$ cat src/rtl/rxll_frame.sv
// SATA receive framer: delays the link-layer stream by one dword so the trailing CRC dword
// is stripped, then buffers beats in a FIFO for the trn_* interface. Define RXLL_FRAME_CRC_EN to add the CRC check.
module rxll_frame #(
    parameter int C_DEPTH    = 32,
    parameter int C_HOLD_THR = 16
) (
    input  logic        phyclk,
    input  logic        phyreset_n,
    input  logic [31:0] rx_dat,
    input  logic        rx_vld,
    input  logic        rx_sof,
    input  logic        rx_eof,
    output logic        rx_hold,
    output logic [31:0] trn_rd,
    output logic        trn_rsof_n,
    output logic        trn_reof_n,
    output logic        trn_rsrc_rdy_n,
    output logic        trn_rsrc_dsc_n,
    input  logic        trn_rdst_rdy_n,
    output logic        crc_err,
    output logic        runt_err,
    output logic        ovf_err
);
    localparam int AW = $clog2(C_DEPTH);
    localparam logic [AW:0] DEPTH_C = (AW+1)'(C_DEPTH);
    localparam logic [AW:0] HOLD_C  = (AW+1)'(C_HOLD_THR);

    typedef enum logic [0:0] {ST_IDLE = 1'b0, ST_RUN = 1'b1} state_t;
    typedef struct packed {
        logic [31:0] dat;
        logic        sof;
        logic        eof;
        logic        dsc_n;
    } entry_t;

    state_t      state_r, state_nxt_s;
    logic        pend_vld_r, pend_first_r, bad_r;
    logic [31:0] pend_dat_r;
    logic        pend_vld_nxt_s, pend_first_nxt_s, load_pend_s;
    logic        push_s, runt_s, crc_mis_s;
    entry_t      push_ent_s;

    logic [AW:0]   occ_r, occ_nxt_s;
    logic [AW-1:0] wptr_r, rptr_r;
    entry_t        mem_r [C_DEPTH];
    entry_t        out_r;
    logic          out_vld_r, rx_hold_r, runt_err_r, ovf_err_r;
    logic          pop_s, push_ok_s, load_s, mem_empty_s, mem_we_s;

    // Frame decode: decides what the pending register does with the incoming dword
    always_comb begin
        state_nxt_s      = state_r;
        pend_vld_nxt_s   = pend_vld_r;
        pend_first_nxt_s = pend_first_r;
        load_pend_s      = 1'b0;
        push_s           = 1'b0;
        runt_s           = 1'b0;
        push_ent_s.dat   = pend_dat_r;
        push_ent_s.sof   = pend_first_r;
        push_ent_s.eof   = 1'b0;
        push_ent_s.dsc_n = 1'b1;
        if (rx_vld) begin
            case (state_r)
                ST_IDLE: begin
                    if (rx_sof && rx_eof) begin
                        runt_s = 1'b1;
                    end else if (rx_sof) begin
                        load_pend_s      = 1'b1;
                        pend_first_nxt_s = 1'b1;
                        pend_vld_nxt_s   = 1'b1;
                        state_nxt_s      = ST_RUN;
                    end else begin
                        pend_vld_nxt_s = 1'b0;
                    end
                end
                ST_RUN: begin
                    if (rx_sof) begin
                        // a new SOF cuts the running frame short and marks it bad
                        push_s           = pend_vld_r;
                        push_ent_s.eof   = 1'b1;
                        push_ent_s.dsc_n = 1'b0;
                        if (rx_eof) begin
                            runt_s         = 1'b1;
                            pend_vld_nxt_s = 1'b0;
                            state_nxt_s    = ST_IDLE;
                        end else begin
                            load_pend_s      = 1'b1;
                            pend_first_nxt_s = 1'b1;
                            pend_vld_nxt_s   = 1'b1;
                        end
                    end else if (rx_eof) begin
                        if (pend_vld_r) begin
                            push_s           = 1'b1;
                            push_ent_s.eof   = 1'b1;
                            push_ent_s.dsc_n = ~(bad_r | crc_mis_s);
                        end else begin
                            runt_s = 1'b1;
                        end
                        pend_vld_nxt_s = 1'b0;
                        state_nxt_s    = ST_IDLE;
                    end else begin
                        push_s           = pend_vld_r;
                        load_pend_s      = 1'b1;
                        pend_first_nxt_s = 1'b0;
                        pend_vld_nxt_s   = 1'b1;
                    end
                end
                default: begin
                    state_nxt_s    = ST_IDLE;
                    pend_vld_nxt_s = 1'b0;
                end
            endcase
        end else begin
            state_nxt_s = state_r;
        end
    end

    assign pop_s       = out_vld_r & ~trn_rdst_rdy_n;
    assign push_ok_s   = push_s & ((occ_r != DEPTH_C) | pop_s);
    assign load_s      = ~out_vld_r | pop_s;
    assign mem_empty_s = (occ_r == {{AW{1'b0}}, out_vld_r});
    assign mem_we_s    = push_ok_s & ~(load_s & mem_empty_s) & phyreset_n;
    assign occ_nxt_s   = occ_r + {{AW{1'b0}}, push_ok_s} - {{AW{1'b0}}, pop_s};

    // Frame state, pending dword, sticky frame-bad flag and error pulses
    always_ff @(posedge phyclk) begin
        if (!phyreset_n) begin
            state_r      <= ST_IDLE;
            pend_vld_r   <= 1'b0;
            pend_first_r <= 1'b0;
            pend_dat_r   <= 32'h0000_0000;
            bad_r        <= 1'b0;
            runt_err_r   <= 1'b0;
            ovf_err_r    <= 1'b0;
        end else begin
            state_r    <= state_nxt_s;
            pend_vld_r <= pend_vld_nxt_s;
            if (load_pend_s) begin
                pend_dat_r   <= rx_dat;
                pend_first_r <= pend_first_nxt_s;
            end
            if (push_s && !push_ok_s) begin
                bad_r <= 1'b1;
            end else if (push_ok_s && push_ent_s.eof) begin
                bad_r <= 1'b0;
            end
            runt_err_r <= runt_s;
            ovf_err_r  <= push_s & ~push_ok_s;
        end
    end

    // FIFO storage; the head entry lives in out_r, so mem_r never holds more than C_DEPTH-1
    always_ff @(posedge phyclk) begin
        if (mem_we_s) begin
            mem_r[wptr_r] <= push_ent_s;
        end
    end

    // FIFO pointers, occupancy and the registered output beat
    always_ff @(posedge phyclk) begin
        if (!phyreset_n) begin
            occ_r     <= '0;
            wptr_r    <= '0;
            rptr_r    <= '0;
            out_vld_r <= 1'b0;
            out_r     <= '{dat: 32'h0000_0000, sof: 1'b0, eof: 1'b0, dsc_n: 1'b1};
            rx_hold_r <= 1'b0;
        end else begin
            occ_r     <= occ_nxt_s;
            rx_hold_r <= (occ_nxt_s >= HOLD_C);
            if (mem_we_s) begin
                wptr_r <= wptr_r + AW'(1);
            end
            if (load_s) begin
                if (!mem_empty_s) begin
                    out_r     <= mem_r[rptr_r];
                    rptr_r    <= rptr_r + AW'(1);
                    out_vld_r <= 1'b1;
                end else if (push_ok_s) begin
                    out_r     <= push_ent_s;
                    out_vld_r <= 1'b1;
                end else begin
                    out_vld_r   <= 1'b0;
                    out_r.sof   <= 1'b0;
                    out_r.eof   <= 1'b0;
                    out_r.dsc_n <= 1'b1;
                end
            end
        end
    end

`ifdef RXLL_FRAME_CRC_EN
    localparam logic [31:0] CRC_POLY = 32'h04C1_1DB7;
    localparam logic [31:0] CRC_SEED = 32'h5232_5032;

    function automatic logic [31:0] crc32_step(input logic [31:0] crc, input logic [31:0] dat);
        logic [31:0] c;
        logic        fb;
        c = crc;
        for (int i = 31; i >= 0; i--) begin
            fb = c[31] ^ dat[i];
            c  = fb ? ({c[30:0], 1'b0} ^ CRC_POLY) : {c[30:0], 1'b0};
        end
        return c;
    endfunction

    logic [31:0] crc_r;
    logic        crc_err_r;

    assign crc_mis_s = (crc_r != rx_dat);

    // Running CRC over every frame dword that enters the pending register
    always_ff @(posedge phyclk) begin
        if (!phyreset_n) begin
            crc_r     <= CRC_SEED;
            crc_err_r <= 1'b0;
        end else begin
            if (load_pend_s) begin
                crc_r <= crc32_step(pend_first_nxt_s ? CRC_SEED : crc_r, rx_dat);
            end
            crc_err_r <= rx_vld & (state_r == ST_RUN) & ~rx_sof & rx_eof & pend_vld_r & crc_mis_s;
        end
    end

    assign crc_err = crc_err_r;
`else
    assign crc_mis_s = 1'b0;
    assign crc_err   = 1'b0;
`endif

    assign rx_hold        = rx_hold_r;
    assign trn_rd         = out_r.dat;
    assign trn_rsof_n     = ~out_r.sof;
    assign trn_reof_n     = ~out_r.eof;
    assign trn_rsrc_dsc_n = out_r.dsc_n;
    assign trn_rsrc_rdy_n = ~out_vld_r;
    assign runt_err       = runt_err_r;
    assign ovf_err        = ovf_err_r;
endmodule

$ cat config.mk
export PLATFORM = sky130hd
export DESIGN_NAME = rxll_frame
export DESIGN_NICKNAME = d
export VERILOG_FILES = /design/src/rtl/rxll_frame.sv
export SDC_FILE = /design/constraint.sdc
export NUM_CORES = 1
export LEC_CHECK = 0
export ABC_AREA = 0
export CAP_MARGIN = 20
export CORE_UTILIZATION = 30
export DETAILED_ROUTE_END_ITERATION = 6
export GPL_TIMING_DRIVEN = 0
export PLACE_DENSITY = 0.54
export SYNTH_ARGS = -nofsm -noshare
export SYNTH_HDL_FRONTEND = slang
export SYNTH_SLANG_ARGS = --single-unit
$ cat constraint.sdc
create_clock -name phyclk -period 3.65 [get_ports phyclk]
set_input_delay 0.9125 -clock phyclk [delete_from_list [all_inputs] [get_ports phyclk]]
set_output_delay 0.9125 -clock phyclk [all_outputs]
set_load 0.05 [all_outputs]
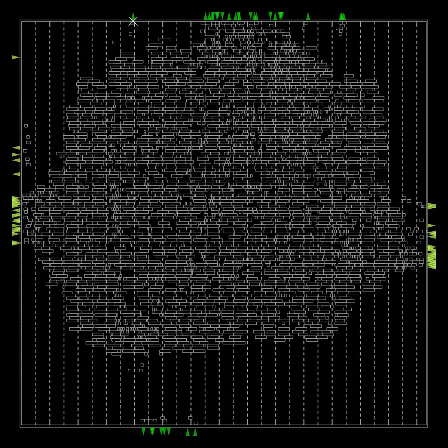
(images/placed.png)
Taps Inserted: 2058
fin util: 0.368
core box area: 156000 um^2
Row Count: 145

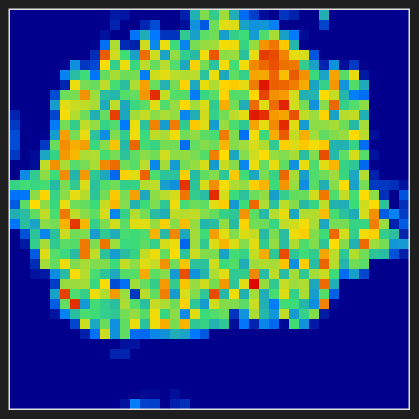
(images/util_map.png)
(1 px per um) The die is cut into 40 by 40 equal tiles; dark blue is low, red is high, 0 to 100% covered.
fullest tile = 99%
mean over tiles = 35%
tiles over 75% full = 9.5%
emptiest ninth of the die = lower right
nearly empty tiles = 36%

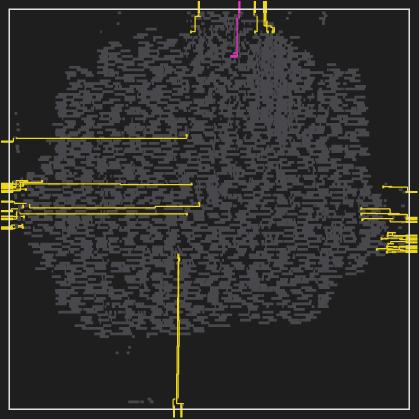
(images/port_trees.png)
(1 px per um)
yellow -> rx_dat  # bits 32, direction input, edge 13 left, 12 right, 5 top, 2 bottom, end cells 32, buffers 32, wire 1760 um
magenta -> trn_rsrc_dsc_n  # bits 1, direction output, edge top, end cells 1, buffers 1, wire 50.6 um

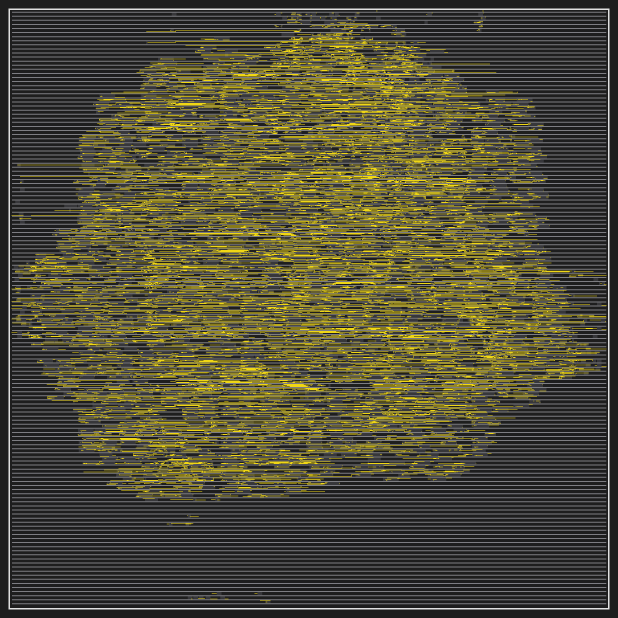
(images/m1.png)
(1.5 px per um) Supply wires on this layer in gray. Cells faint in the background.
wire length on this layer = 61.3 mm
longest straight run = 144 um

==> results.sh <==
# flow metrics
export IMPL_aoi_share=0.0471
export IMPL_power_top_consumer="sequential cells"
export IMPL_status="finished, violations left"
export IMPL_mux_share=0.140
export IMPL_max_cap_violations=0
export IMPL_track_usage=0.180
export IMPL_final_comb_area_um2=10700
export IMPL_use_met1=0.253
export IMPL_setup_slack_ps=219
export IMPL_critical_path_max_stage_delay_ps=860
export IMPL_synthTopLogicFamily="multiplexers"
export IMPL_die_h_um=399
export IMPL_largest_class="flip-flops and latches"
export IMPL_clock_sinks=1216
export IMPL_power_switching_mw=9.94
export IMPL_violations="design-rule violations"
export IMPL_logic_gates=993
export IMPL_syn_cell_area_um2=47200
export IMPL_finish_instance_area_um2=57400
export IMPL_cp_max_fo=20
export IMPL_ys_sh_xor=0.00204
export IMPL_seq_share=0.619
export IMPL_setup_viol=0
export IMPL_postSynthAreaPerCell_um2=19.7
export IMPL_yosys_stat_area_um2=47200
export IMPL_grt_util_met2=0.281
export IMPL_ys_cells=2397
export IMPL_grtUsageMet3=0.0340
export IMPL_tightest_slew_ps=1220
export IMPL_cts_max_level=4
export IMPL_flop_cell="edfxtp_1"
export IMPL_die_w_um=399
export IMPL_nets=2778
export IMPL_grt_pass1_vias=25400
export IMPL_route_detailed_drc=2
export IMPL_clock_latency_ps=760
export IMPL_clock_skew_ps=21.4
[cells in the final DEF (no fill, tap or decap), drive strengths merged, types with 6 or more instances in the layout]
| cell type | count |
|---|---|
| nand2 | 135 |
| nor2b | 12 |
| clkinv | 49 |
| xor2 | 7 |
| a31oi | 17 |
| mux2i | 64 |
| clkbuf | 223 |
| a22oi | 31 |
| o21ai | 49 |
| inv | 23 |
| bufinv | 6 |
| a211oi | 20 |
| clkdlybuf4s50 | 76 |
| o22ai | 56 |
| and2 | 11 |
| a221o | 7 |
| a21oi | 93 |
| a221oi | 13 |
| edfxtp | 1120 |
| dfxtp | 96 |
| nand2b | 7 |
| buf | 243 |
| mux2 | 15 |
| ha | 13 |
| mux4 | 254 |
| nor2 | 74 |
| and3 | 6 |
| nand3 | 15 |
